**src/rtl/operand_pair_sync.sv**
```systemverilog
// Two-lane operand synchronizer: each lane buffers tokens in a small FIFO and
// a pair is released on both output lanes only when both FIFOs hold data.
module operand_pair_sync #(
  parameter int N     = 16,
  parameter int DEPTH = 4
) (
  input  logic         CLK,
  input  logic         RST,
  input  logic         EN,
  input  logic         R_IN1,
  input  logic [N-1:0] D_IN1,
  input  logic         R_IN2,
  input  logic [N-1:0] D_IN2,
  output logic         FULL1,
  output logic         FULL2,
  output logic         OVF,
  output logic         R_OUT1,
  output logic [N-1:0] D_OUT1,
  output logic         R_OUT2,
  output logic [N-1:0] D_OUT2
);

  localparam int AW = $clog2(DEPTH);
  localparam logic [AW:0]   CNT_FULL = (AW+1)'(DEPTH);
  localparam logic [AW:0]   CNT_ONE  = (AW+1)'(1);
  localparam logic [AW-1:0] PTR_ONE  = AW'(1);

  logic [1:0]        r_in;
  logic [1:0]        ready;
  logic [1:0]        full;
  logic [1:0]        push;
  logic [1:0]        drop;
  logic [1:0][N-1:0] d_in;
  logic [1:0][N-1:0] head;
  logic              pop;
  logic              r_out;
  logic [N-1:0]      d_out1;
  logic [N-1:0]      d_out2;
  logic              ovf;

  assign r_in = {R_IN2, R_IN1};
  assign d_in = {D_IN2, D_IN1};
  assign pop  = &ready;

  for (genvar k = 0; k < 2; k++) begin : g_lane
    logic [N-1:0]  mem [DEPTH];
    logic [AW-1:0] wr_ptr;
    logic [AW-1:0] rd_ptr;
    logic [AW:0]   count;

    assign ready[k] = (count != '0);
    assign full[k]  = (count == CNT_FULL);
    // A full lane can still take a token when the same edge pops its head.
    assign push[k]  = r_in[k] & (~full[k] | pop);
    assign drop[k]  = r_in[k] & full[k] & ~pop;
    assign head[k]  = mem[rd_ptr];

    always_ff @(posedge CLK or posedge RST) begin
      if (RST) begin
        wr_ptr <= '0;
        rd_ptr <= '0;
        count  <= '0;
      end else if (EN) begin
        if (push[k]) wr_ptr <= wr_ptr + PTR_ONE;
        if (pop)     rd_ptr <= rd_ptr + PTR_ONE;
        if (push[k] && !pop)      count <= count + CNT_ONE;
        else if (!push[k] && pop) count <= count - CNT_ONE;
      end
    end

    always_ff @(posedge CLK) begin
      if (EN && push[k]) mem[wr_ptr] <= d_in[k];
    end
  end

  // Output stage is registered; with EN low everything, including a pulse, holds.
  always_ff @(posedge CLK or posedge RST) begin
    if (RST) begin
      r_out  <= 1'b0;
      d_out1 <= '0;
      d_out2 <= '0;
      ovf    <= 1'b0;
    end else if (EN) begin
      r_out <= pop;
      if (pop) begin
        d_out1 <= head[0];
        d_out2 <= head[1];
      end
      if (|drop) ovf <= 1'b1;
    end
  end

  assign FULL1  = full[0];
  assign FULL2  = full[1];
  assign OVF    = ovf;
  assign R_OUT1 = r_out;
  assign R_OUT2 = r_out;
  assign D_OUT1 = d_out1;
  assign D_OUT2 = d_out2;

endmodule

```
**config.mk**
```make
export PLATFORM = sky130hd
export DESIGN_NAME = operand_pair_sync
export DESIGN_NICKNAME = d
export VERILOG_FILES = /design/src/rtl/operand_pair_sync.sv
export SDC_FILE = /design/constraint.sdc
export NUM_CORES = 1
export LEC_CHECK = 0
export ABC_CLOCK_PERIOD_IN_PS = 2420
export CORE_MARGIN = 1.5
export CORE_UTILIZATION = 55
export CTS_CLUSTER_DIAMETER = 80
export CTS_CLUSTER_SIZE = 10
export DETAILED_ROUTE_END_ITERATION = 7
export GPL_TIMING_DRIVEN = 0
export PLACE_DENSITY = 0.87
export SYNTH_ARGS = -nofsm -noshare
export SYNTH_HDL_FRONTEND = slang
export SYNTH_SLANG_ARGS = --single-unit
```
**constraint.sdc**
```tcl
create_clock -name CLK -period 2.42 [get_ports CLK]
set_input_delay 0.605 -clock CLK [delete_from_list [all_inputs] [get_ports CLK]]
set_output_delay 0.605 -clock CLK [all_outputs]
set_load 0.02 [all_outputs]
```
**Clock distribution**

The bar under the picture is 20 um long.
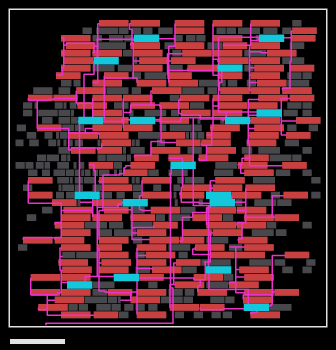
[red] flip-flops | count: 176
[magenta] clock wires | length: 1,780 um
[cyan] clock drivers | count: 17
routed clock nets: 18

**Cells coloured by class**

Fill, decap, tap and diode cells in grey.
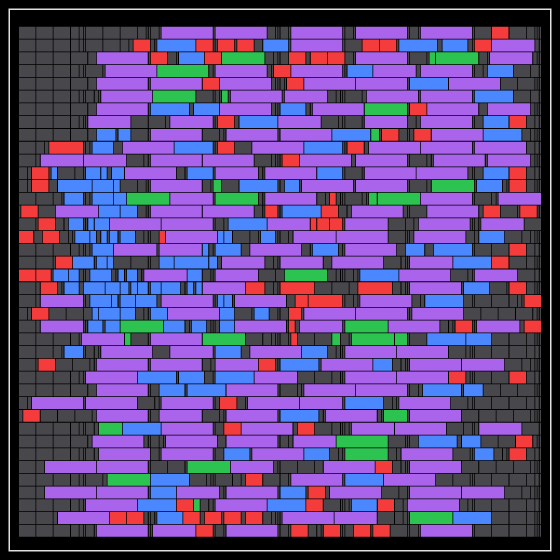
[blue] combinational and other logic | cells: 133 | share of their area: 21%
[red] remaining buffers and delay cells | cells: 88 | share of their area: 11%
[green] clock drivers and dummy loads | cells: 30 | share of their area: 6.8%
[purple] sequential cells | cells: 176 | share of their area: 61%
final instance area: 8438 sq um
flop share of the area: 0.5979
Core Util, Final: 0.6967
# rows: 40
Core ar.: 12,110 sq um

==> results.ini <==
[layout]
nets = 465
final_cell_count_no_fill = 595
drive_gt1_frac = 0.2740
lay_top_count = edfxtp_1
clkbuf_count = 23
inverters = 8
sh_comb_area = 0.2040
bufAreaShareNonClock = 0.1038
syn_to_final_growth_pct = 22.33
logic_gate_count = 125
lay_top_cells = edfxtp_1 (128), clkdlybuf4s50_1 (71), dfrtp_1 (48)
regArea_sq_um = 5045
largest_cell_class = sequential cells
clock_area_frac = 0.06584
n_antenna_cell = 0
ff_count = 176
fillers = 770
num-nonclk-buffers = 88

[timing]
worstMarginPinSlew_ns = 0.8666
worst_slack_ns = 0.04662
fin_crit_ns = 2.373
rsz0062_at_grt = true
fin_skew_ns = 0.008416
hold_violations = 0
whs_ns = 0.4753
fin_setup_tns_ns = 0
timing.slew.headroom = 0.4223
setup_violations = 0
drv_slew = 0
fin_crit_sh = 0.9807
max_freq_ghz = 0.4213

[logic_synthesis]
floorplan.nets = 372
ff_type = edfxtp_1
async_flop_share = 0.2727
topCellsByArea = edfxtp_1 (56%), dfrtp_1 (17%), mux4_2 (10%)
ys_cells = 323
ys_ff = 176
netlist_instances = 323
edf_count = 128
synthTopCellsByCount = edfxtp_1 (128), dfrtp_1 (48), mux4_2 (32)
ys_seq_share = 0.7314
top_cell = edfxtp_1
synthDistinctLibCells = 27
syn-cell-area_sq_um = 6898
largest_area_cell = edfxtp_1

[power_and_ir_drop]
sequentialPower_mw = 4.29
power_leader = sequential cells
power_mw = 10.51
pg_clk_mw = 2.58
powerDensity_nw_per_um2 = 1245
p_int_mw = 7.497
p_sw_frac = 0.2865
leakage_nw = 3.082
pwr.group.combinational_mw = 3.64
switchingPower_mw = 3.010
p_clk_frac = 0.245
ir_drop_uv = 598.4
combPwrFrac = 0.346

[clock_network]
cts_tree = done
cts_buffer_depth = 2
cts-buffers-inserted = 17
path_clk_slew_ns = 0.06
cts_root_buf = clkbuf_16
htree_num_levels = 4
cts_sinks = 176
cts_post_setup_buffers_inserted = 0
clk_latency_ns = 0.42

[placement]
globalplace.congestion = 0.6998
place_inst = 565
numPortBuffers = 73
placed_area_sq_um = 7869

[global_routing]
grt_first_pass_wirelength_mm = 19.06
overflow = 0
grt.busiest_layer = met2
met1_usage = 0.2665
use_met2 = 0.3282
grt_max_degree = 35
grt_pass1_vias = 3419
grt_util_met3 = 0.04692
antenna_found_initial = 0
grt.total_usage = 0.2031

[floorplan]
die-area_sq_um = 13220
fp_util = 0.5695
fp.dieW_um = 115.0
tapCellCount = 168
io_pins = 74

[worst_setup_path]
cp_cell_sequence = clkdlybuf4s50_1, clkbuf_1, nand2_1, a21oi_1, and2_2
worstRegToRegCells = 7
worst_ep_arrival_time_ns = 2.44
cp.required_ns = 2.49
worstSetupEndpointType = flop
path_depth = 5
worstReg2RegStart = g_lane[0].count[0]
criticalPathCategory = primary input to flop
regToRegSetupSlack_ns = 0.18
critPathLaunchType = primary input
worstSetupEndpoint = g_lane[0].mem[2][8]
max_stage_delay_ns = 0.53
crit_start = EN
cp_max_fo = 16
critPathBufInv = 2

[run]
maxCapViolCount = 0
tool_warnings = 33

[detailed_routing]
vias_per_cell = 5.403
dr_wl_met2_mm = 6.423
vias = 3215
drc = 0
initialDrtViolationCount = 227
drt-total-wl_mm = 12.07
dr.pass1.iters = 4
wl_met3_um = 386
drtAntennaViolNets = 0
wl_per_cell_um = 20.28

[min_path]
hp-class = primary input to asynchronous set/reset pin

[outcome]
status = finished, final reports clean

**Wiring by layer**

The bar under the picture is 20 um long. Only two layers are drawn.
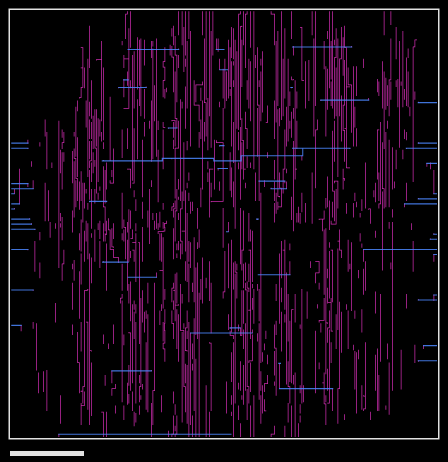
[magenta] metal 2 | wire length: 6,420 um
[blue] metal 3 | wire length: 386 um

## flip-flops by register name, summed over array words and instances, names as in the netlist
name and cells:
D_OUT1 16, D_OUT2 16, OVF 1, R_OUT1 1, g_lane.count 6, g_lane.mem 128
g_lane.rd_ptr 4, g_lane.wr_ptr 4
## cells by family (layout without fill, tap and decap cells)
group / after synthesis / after routing / share of synthesized area
AOI/OAI and AO/OA: 5 / 5 / 0.004716
xor gates and xnor gates: 12 / 12 / 0.01524
adders and majority gates: 12 / 12 / 0.02394
buffers and inverters: 22 / 126 / 0.02286
DFF: 176 / 176 / 0.7314
muxes: 68 / 68 / 0.1779
and+or+nand+nor: 28 / 28 / 0.02394
## timing repair
item                       in CTS  in global routing
cloned                          0                  0
setup endpoints to repair     101                 96
gates resized                   9                  3
hold endpoints to repair        0                  0
pin swaps                       0                  0
